--- src/rtl/mem_stage_if.sv ---
// Data-cache bus between the memory stage (master) and the data cache (slave).
interface mem_stage_if;
  logic        dhit;
  logic [31:0] dmemload;
  logic        dmemren;
  logic        dmemwen;
  logic [31:0] dmemaddr;
  logic [31:0] dmemstore;

  modport master (
    input  dhit, dmemload,
    output dmemren, dmemwen, dmemaddr, dmemstore
  );

  modport slave (
    output dhit, dmemload,
    input  dmemren, dmemwen, dmemaddr, dmemstore
  );
endinterface

--- src/rtl/mem_stage.sv ---
// Pipeline memory stage: EX/MEM and MEM/WB latches, data-cache access FSM, load buffer.
// state  | meaning
// IDLE   | no access outstanding, or a new access is being issued this cycle
// WAIT   | access issued, cache has not answered yet
// DONE   | access finished but pipeline not advancing; request held off
module mem_stage (
  input  logic               clk,
  input  logic               rst,
  input  logic               i_ihit,
  input  logic               i_flush,
  input  logic [31:0]        i_npc_next,
  input  logic               i_dren_next,
  input  logic               i_dwen_next,
  input  logic               i_regwr_next,
  input  logic [1:0]         i_regsel_next,
  input  logic [4:0]         i_regdst_next,
  input  logic [31:0]        i_aluout_next,
  input  logic [31:0]        i_store_data,
  mem_stage_if.master        dbus,
  output logic               o_mem_stall,
  output logic               o_fwd_regwr,
  output logic [4:0]         o_fwd_regdst,
  output logic [31:0]        o_fwd_data,
  output logic               o_wb_regwr,
  output logic [4:0]         o_wb_regdst,
  output logic [31:0]        o_wb_wdat
);

  typedef enum logic [1:0] {S_IDLE, S_WAIT, S_DONE} state_t;

  state_t      r_state;
  state_t      w_state_nxt;

  logic [31:0] r_em_npc;
  logic        r_em_dren;
  logic        r_em_dwen;
  logic        r_em_regwr;
  logic [1:0]  r_em_regsel;
  logic [4:0]  r_em_regdst;
  logic [31:0] r_em_aluout;
  logic [31:0] r_em_store;

  logic        r_wb_regwr;
  logic [4:0]  r_wb_regdst;
  logic [1:0]  r_wb_regsel;
  logic [31:0] r_wb_aluout;
  logic [31:0] r_wb_npc;
  logic [31:0] r_wb_ldata;

  logic [31:0] r_ldbuf;

  logic        w_memop;
  logic        w_req;
  logic        w_hit;
  logic        w_stall;
  logic        w_adv;
  logic [31:0] w_ldata;

  always_comb begin
    w_memop = r_em_dren | r_em_dwen;
    w_req   = w_memop & ((r_state == S_IDLE) | (r_state == S_WAIT));
    w_hit   = w_req & dbus.dhit;
    w_stall = w_req & ~dbus.dhit;
    w_adv   = i_ihit & ~w_stall;
    // only a hit on a live request is trusted; otherwise the buffer holds the answer
    w_ldata = w_hit ? dbus.dmemload : r_ldbuf;
  end

  always_comb begin
    w_state_nxt = r_state;
    unique case (r_state)
      S_IDLE: begin
        if (w_stall)    w_state_nxt = S_WAIT;
        else if (w_hit) w_state_nxt = w_adv ? S_IDLE : S_DONE;
      end
      S_WAIT: begin
        if (w_hit) w_state_nxt = w_adv ? S_IDLE : S_DONE;
      end
      S_DONE: begin
        if (w_adv) w_state_nxt = S_IDLE;
      end
      default: w_state_nxt = S_IDLE;
    endcase
  end

  always_ff @(posedge clk or posedge rst) begin
    if (rst) r_state <= S_IDLE;
    else     r_state <= w_state_nxt;
  end

  always_ff @(posedge clk or posedge rst) begin
    if (rst)        r_ldbuf <= '0;
    else if (w_hit) r_ldbuf <= dbus.dmemload;
  end

  // flush is harmless during a stall: advance is low, so EX simply re-presents it
  always_ff @(posedge clk or posedge rst) begin
    if (rst) begin
      r_em_npc    <= '0;
      r_em_dren   <= 1'b0;
      r_em_dwen   <= 1'b0;
      r_em_regwr  <= 1'b0;
      r_em_regsel <= '0;
      r_em_regdst <= '0;
      r_em_aluout <= '0;
      r_em_store  <= '0;
    end else if (w_adv) begin
      if (i_flush) begin
        r_em_npc    <= '0;
        r_em_dren   <= 1'b0;
        r_em_dwen   <= 1'b0;
        r_em_regwr  <= 1'b0;
        r_em_regsel <= '0;
        r_em_regdst <= '0;
        r_em_aluout <= '0;
        r_em_store  <= '0;
      end else begin
        r_em_npc    <= i_npc_next;
        r_em_dren   <= i_dren_next;
        r_em_dwen   <= i_dwen_next;
        r_em_regwr  <= i_regwr_next;
        r_em_regsel <= i_regsel_next;
        r_em_regdst <= i_regdst_next;
        r_em_aluout <= i_aluout_next;
        r_em_store  <= i_store_data;
      end
    end
  end

  always_ff @(posedge clk or posedge rst) begin
    if (rst) begin
      r_wb_regwr  <= 1'b0;
      r_wb_regdst <= '0;
      r_wb_regsel <= '0;
      r_wb_aluout <= '0;
      r_wb_npc    <= '0;
      r_wb_ldata  <= '0;
    end else if (w_adv) begin
      r_wb_regwr  <= r_em_regwr;
      r_wb_regdst <= r_em_regdst;
      r_wb_regsel <= r_em_regsel;
      r_wb_aluout <= r_em_aluout;
      r_wb_npc    <= r_em_npc;
      r_wb_ldata  <= w_ldata;
    end
  end

  always_comb begin
    dbus.dmemwen   = w_req & r_em_dwen;
    dbus.dmemren   = w_req & r_em_dren & ~r_em_dwen;
    dbus.dmemaddr  = w_req ? r_em_aluout : '0;
    dbus.dmemstore = w_req ? r_em_store : '0;
    o_mem_stall    = w_stall;
    o_fwd_regwr    = r_em_regwr;
    o_fwd_regdst   = r_em_regdst;
    o_fwd_data     = (r_em_regsel == 2'b10) ? r_em_npc : r_em_aluout;
    o_wb_regwr     = r_wb_regwr;
    o_wb_regdst    = r_wb_regdst;
    unique case (r_wb_regsel)
      2'b01:   o_wb_wdat = r_wb_ldata;
      2'b10:   o_wb_wdat = r_wb_npc;
      default: o_wb_wdat = r_wb_aluout;
    endcase
  end

endmodule
--- src/flat_wrapper.sv ---
// flat-port wrapper written by rule: the top's interface ports become plain ports
module mem_stage_flat 
  (clk, rst, i_ihit, i_flush, i_npc_next, i_dren_next, i_dwen_next, i_regwr_next, i_regsel_next, i_regdst_next, i_aluout_next, i_store_data, o_mem_stall, o_fwd_regwr, o_fwd_regdst, o_fwd_data, o_wb_regwr, o_wb_regdst, o_wb_wdat, dbus_dhit, dbus_dmemload, dbus_dmemren, dbus_dmemwen, dbus_dmemaddr, dbus_dmemstore);
  mem_stage_if dbus_i ();
  input  logic clk;
  input  logic rst;
  input  logic i_ihit;
  input  logic i_flush;
  input  logic [31:0] i_npc_next;
  input  logic i_dren_next;
  input  logic i_dwen_next;
  input  logic i_regwr_next;
  input  logic [1:0] i_regsel_next;
  input  logic [4:0] i_regdst_next;
  input  logic [31:0] i_aluout_next;
  input  logic [31:0] i_store_data;
  output logic o_mem_stall;
  output logic o_fwd_regwr;
  output logic [4:0] o_fwd_regdst;
  output logic [31:0] o_fwd_data;
  output logic o_wb_regwr;
  output logic [4:0] o_wb_regdst;
  output logic [31:0] o_wb_wdat;
  input wire logic [$bits(dbus_i.dhit)-1:0] dbus_dhit;
  input wire logic [$bits(dbus_i.dmemload)-1:0] dbus_dmemload;
  output wire logic [$bits(dbus_i.dmemren)-1:0] dbus_dmemren;
  output wire logic [$bits(dbus_i.dmemwen)-1:0] dbus_dmemwen;
  output wire logic [$bits(dbus_i.dmemaddr)-1:0] dbus_dmemaddr;
  output wire logic [$bits(dbus_i.dmemstore)-1:0] dbus_dmemstore;
  assign dbus_i.dhit = dbus_dhit;
  assign dbus_i.dmemload = dbus_dmemload;
  assign dbus_dmemren = dbus_i.dmemren;
  assign dbus_dmemwen = dbus_i.dmemwen;
  assign dbus_dmemaddr = dbus_i.dmemaddr;
  assign dbus_dmemstore = dbus_i.dmemstore;
  mem_stage u_core (.clk(clk), .rst(rst), .i_ihit(i_ihit), .i_flush(i_flush), .i_npc_next(i_npc_next), .i_dren_next(i_dren_next), .i_dwen_next(i_dwen_next), .i_regwr_next(i_regwr_next), .i_regsel_next(i_regsel_next), .i_regdst_next(i_regdst_next), .i_aluout_next(i_aluout_next), .i_store_data(i_store_data), .dbus(dbus_i), .o_mem_stall(o_mem_stall), .o_fwd_regwr(o_fwd_regwr), .o_fwd_regdst(o_fwd_regdst), .o_fwd_data(o_fwd_data), .o_wb_regwr(o_wb_regwr), .o_wb_regdst(o_wb_regdst), .o_wb_wdat(o_wb_wdat));
endmodule
--- config.mk ---
export PLATFORM = sky130hd
export DESIGN_NAME = mem_stage_flat
export DESIGN_NICKNAME = d
export VERILOG_FILES = /design/src/rtl/mem_stage_if.sv /design/src/rtl/mem_stage.sv /design/src/flat_wrapper.sv
export SDC_FILE = /design/constraint.sdc
export NUM_CORES = 1
export LEC_CHECK = 0
export CORE_UTILIZATION = 40
export CTS_BUF_LIST = sky130_fd_sc_hd__clkbuf_8 sky130_fd_sc_hd__clkbuf_16
export DETAILED_ROUTE_END_ITERATION = 8
export PLACE_DENSITY_LB_ADDON = 0.1
export SLEW_MARGIN = 20
export SYNTH_ARGS = -nofsm -noshare
export SYNTH_HDL_FRONTEND = slang
export SYNTH_SLANG_ARGS = --single-unit
--- constraint.sdc ---
create_clock -name clk -period 10.5 [get_ports clk]
set_input_delay 2.625 -clock clk [delete_from_list [all_inputs] [get_ports clk]]
set_output_delay 2.625 -clock clk [all_outputs]
set_load 0.02 [all_outputs]
==> results.ini <==
[placed_design]
numPortBuffers = 285
place_congestion = 0.734

[power_and_ir_drop]
ir_worst_vdd_mv = 0.136
leakagePower_nw = 6.98
p_per_area_mw_per_mm2 = 224

[sta]
rsz0062_at_grt = false
fin_crit_ns = 6.75
maxSlewHeadroom_pct = 27.2

[synthesis]
ys_seq_share_pct = 51.0
topCellsByArea = dfrtp_1 (51%), mux2_4 (15%), mux2_2 (8.7%), nor2b_1 (5.4%), nand2_1 (4.1%)
synth.largest_area_cell = dfrtp_1
ys_ff = 244
syn_area_sq_mm = 0.0120

[floorplan]
fp.dieW_microns = 175
core_sq_mm = 0.0291
ioPinCount = 286

[critical_path]
crit_arrival_ns = 4.12
cp_cell_sequence = clkdlybuf4s50_1 -> nor2_1 -> clkdlybuf4s50_1
critPathKind = input port to output port

[clock_network]
cts-root-buf = clkbuf_16
clkLatencyLatePin_ns = 0.54
ctsLongestPathBuffers = 3
post_cts_buffers = 0

[outcome]
status = completed

[global_routing]
grt_start_max_net_pins = 150

[route]
drtAntennaViolNets = 0

[cells_and_area]
layout-drive-gt1-share_pct = 21.4

## per-layer routing
metal	GRT usage [%]	wire [microns]	vias up
met3	4.79	1790	36
met1	28.5	14500	4137
li1	-	-	3882
met4	4.64	568	2
met5	0	12	-
met2	32.6	14600	186
## cells by family (layout without fill, tap and decap cells)
logic type / after synthesis / in the layout / share of synthesized area (%)
AND/OR/NAND/NOR: 309 / 309 / 13.4
flip-flops: 244 / 244 / 51.0
buffers and inverters: 81 / 341 / 3.56
AND-OR/OR-AND: 134 / 134 / 8.36
multiplexers: 210 / 210 / 23.4
adder cells (fa/ha/maj): 2 / 2 / 0.209
## power by group
part	total [W]	internal (W)	leakage, nW	switching (W)
logic	0.00131	0.000678	3.49	0.000628
registers	0.00137	0.00120	3.05	0.000165
clock network	0.000875	0.000499	0.444	0.000376
## stage by stage
step	setup slack (ns)	total power, W	hold slack (ns)	cell area (sq um)
6_report	3.75	0.00355	0.498	15800
5_1_grt	3.72	0.00374	0.510	15800
4_1_cts	3.77	0.00359	0.501	15800
3_5_place_dp	3.79	0.00269	0.488	15000
3_3_place_gp	3.76	0.00267	0.482	15000
2_1_floorplan	1.17	0.00217	0.472	12000
## worst paths after layout
path | from | end | slack, ns | cells after the start
worst max-delay path | dbus_dhit | o_mem_stall | 3.75 | 3
max in group asynchronous | rst | u_core.r_ldbuf[15] | 6.46 | 3
worst min register to register | u_core.o_wb_regdst[3] | u_core.o_wb_regdst[3] | 0.50 | 1
min in group asynchronous | rst | u_core.r_em_store[17] | 2.65 | 2
worst min-delay path | u_core.o_wb_regdst[3] | u_core.o_wb_regdst[3] | 0.50 | 1
worst max register to register | u_core.r_em_dwen | u_core.r_wb_aluout[6] | 7.44 | 4
## sequential cells by signal, indices dropped and copies added (netlist names)
name,flops
u_core.o_fwd_regdst,5
u_core.r_em_dwen,1
u_core.r_wb_npc,32
u_core.r_em_regsel,2
u_core.o_fwd_regwr,1
u_core.r_em_store,32
u_core.r_em_npc,32
u_core.o_wb_regwr,1
u_core.r_wb_aluout,32
u_core.o_wb_regdst,5
u_core.r_em_dren,1
u_core.r_wb_regsel,2
u_core.r_wb_ldata,32
u_core.r_em_aluout,32
u_core.r_state,2
u_core.r_ldbuf,32
## cell type report
| type | count | area (sq um) | share of cell area, % |
|---|---|---|---|
| Inverter | 3 | 18.8 | 0.119 |
| Timing Repair Buffer | 292 | 2920 | 18.5 |
| Sequential cell | 244 | 6110 | 38.6 |
| Clock buffer | 31 | 742 | 4.69 |
| Multi-Input combinational cell | 655 | 5490 | 34.7 |
| Clock inverter | 15 | 76.3 | 0.482 |
| Tap cell | 384 | 480 | 3.03 |
## cell usage in the layout (no fill, tap or decap), types with 2 or more instances in the layout
cell type / count
o32ai_1: 32
buf_12: 2
nand2_1: 129
nand2b_2: 2
o21ai_0: 32
and2_1: 64
clkbuf_8: 3
nor2b_1: 103
mux2_4: 117
clkdlybuf4s50_1: 283
a22oi_1: 32
and2b_1: 4
a21oi_1: 2
buf_4: 6
inv_1: 13
dfrtp_1: 244
mux2_2: 93
clkinv_2: 2
a2bb2oi_1: 32
clkbuf_16: 28
Met1 routing:
The bar under the picture is 50 microns long.
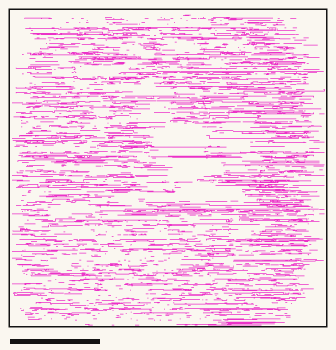
nets with wire on the layer	1208
longest straight run	55.7 microns
main direction	horizontal
Via Count: 8243
met1 usage: 28.5%

Routed metal per tile:
The bar under the picture is 50 microns long. 35 x 35 tiles, from dark blue (low) to red (high), scaled to the fullest tile. Values are wire area over tile area, all layers added.
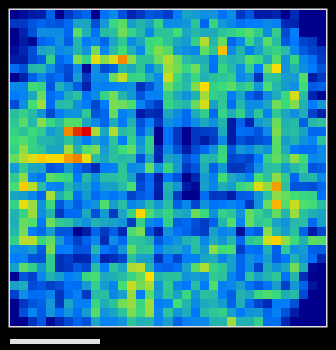
fullest tile	0.50
mean over tiles	0.16
tiles over half the peak	14%
nearly empty tiles	4.2%
WL per Instance: 19.4 microns
routed wire length: 31500 microns
total track usage: 20.6%

Close-up of the layout:
The bar under the picture is 20 microns long. Window x 62 to 112, y 97 to 147 microns. Cells in gray, sequential cells in the stronger gray; small squares are vias.
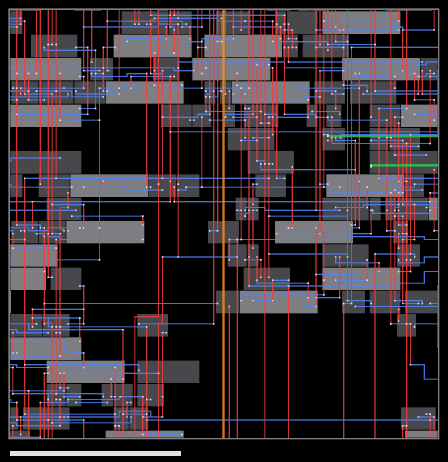
layer	color
M1	blue
M4	orange
M3	green
M2	red
cells with their middle in the window	92
netlist names of flops here include	u_core.r_wb_npc (5), u_core.r_em_npc (3), u_core.r_ldbuf (3)
most frequent	dfrtp_1 (18), clkdlybuf4s50_1 (13)
sequential cells in the window	18

Pin map:
The bar under the picture is 50 microns long. Pins as bars across the die edge, other pins in gray.
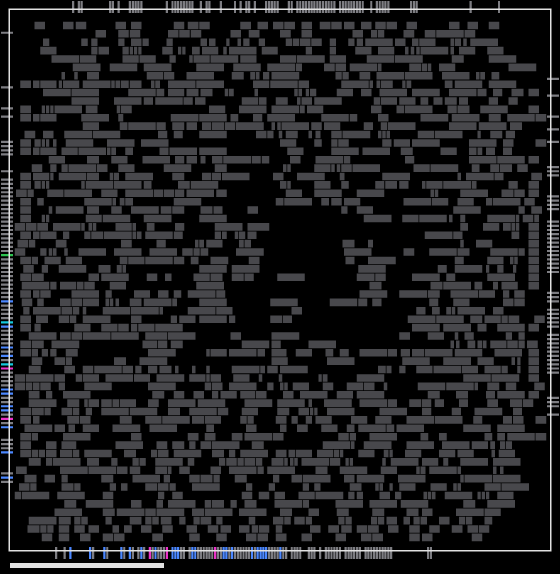
port	color	pins	direction	edge
o_fwd_regdst	magenta	5	output	3 bottom, 2 left
dbus_dmemstore	blue	32	output	21 bottom, 11 left
i_regsel_next	cyan	2	input	left
dbus_dmemwen	green	1	output	left

Power is estimated from default activity; no workload was simulated.
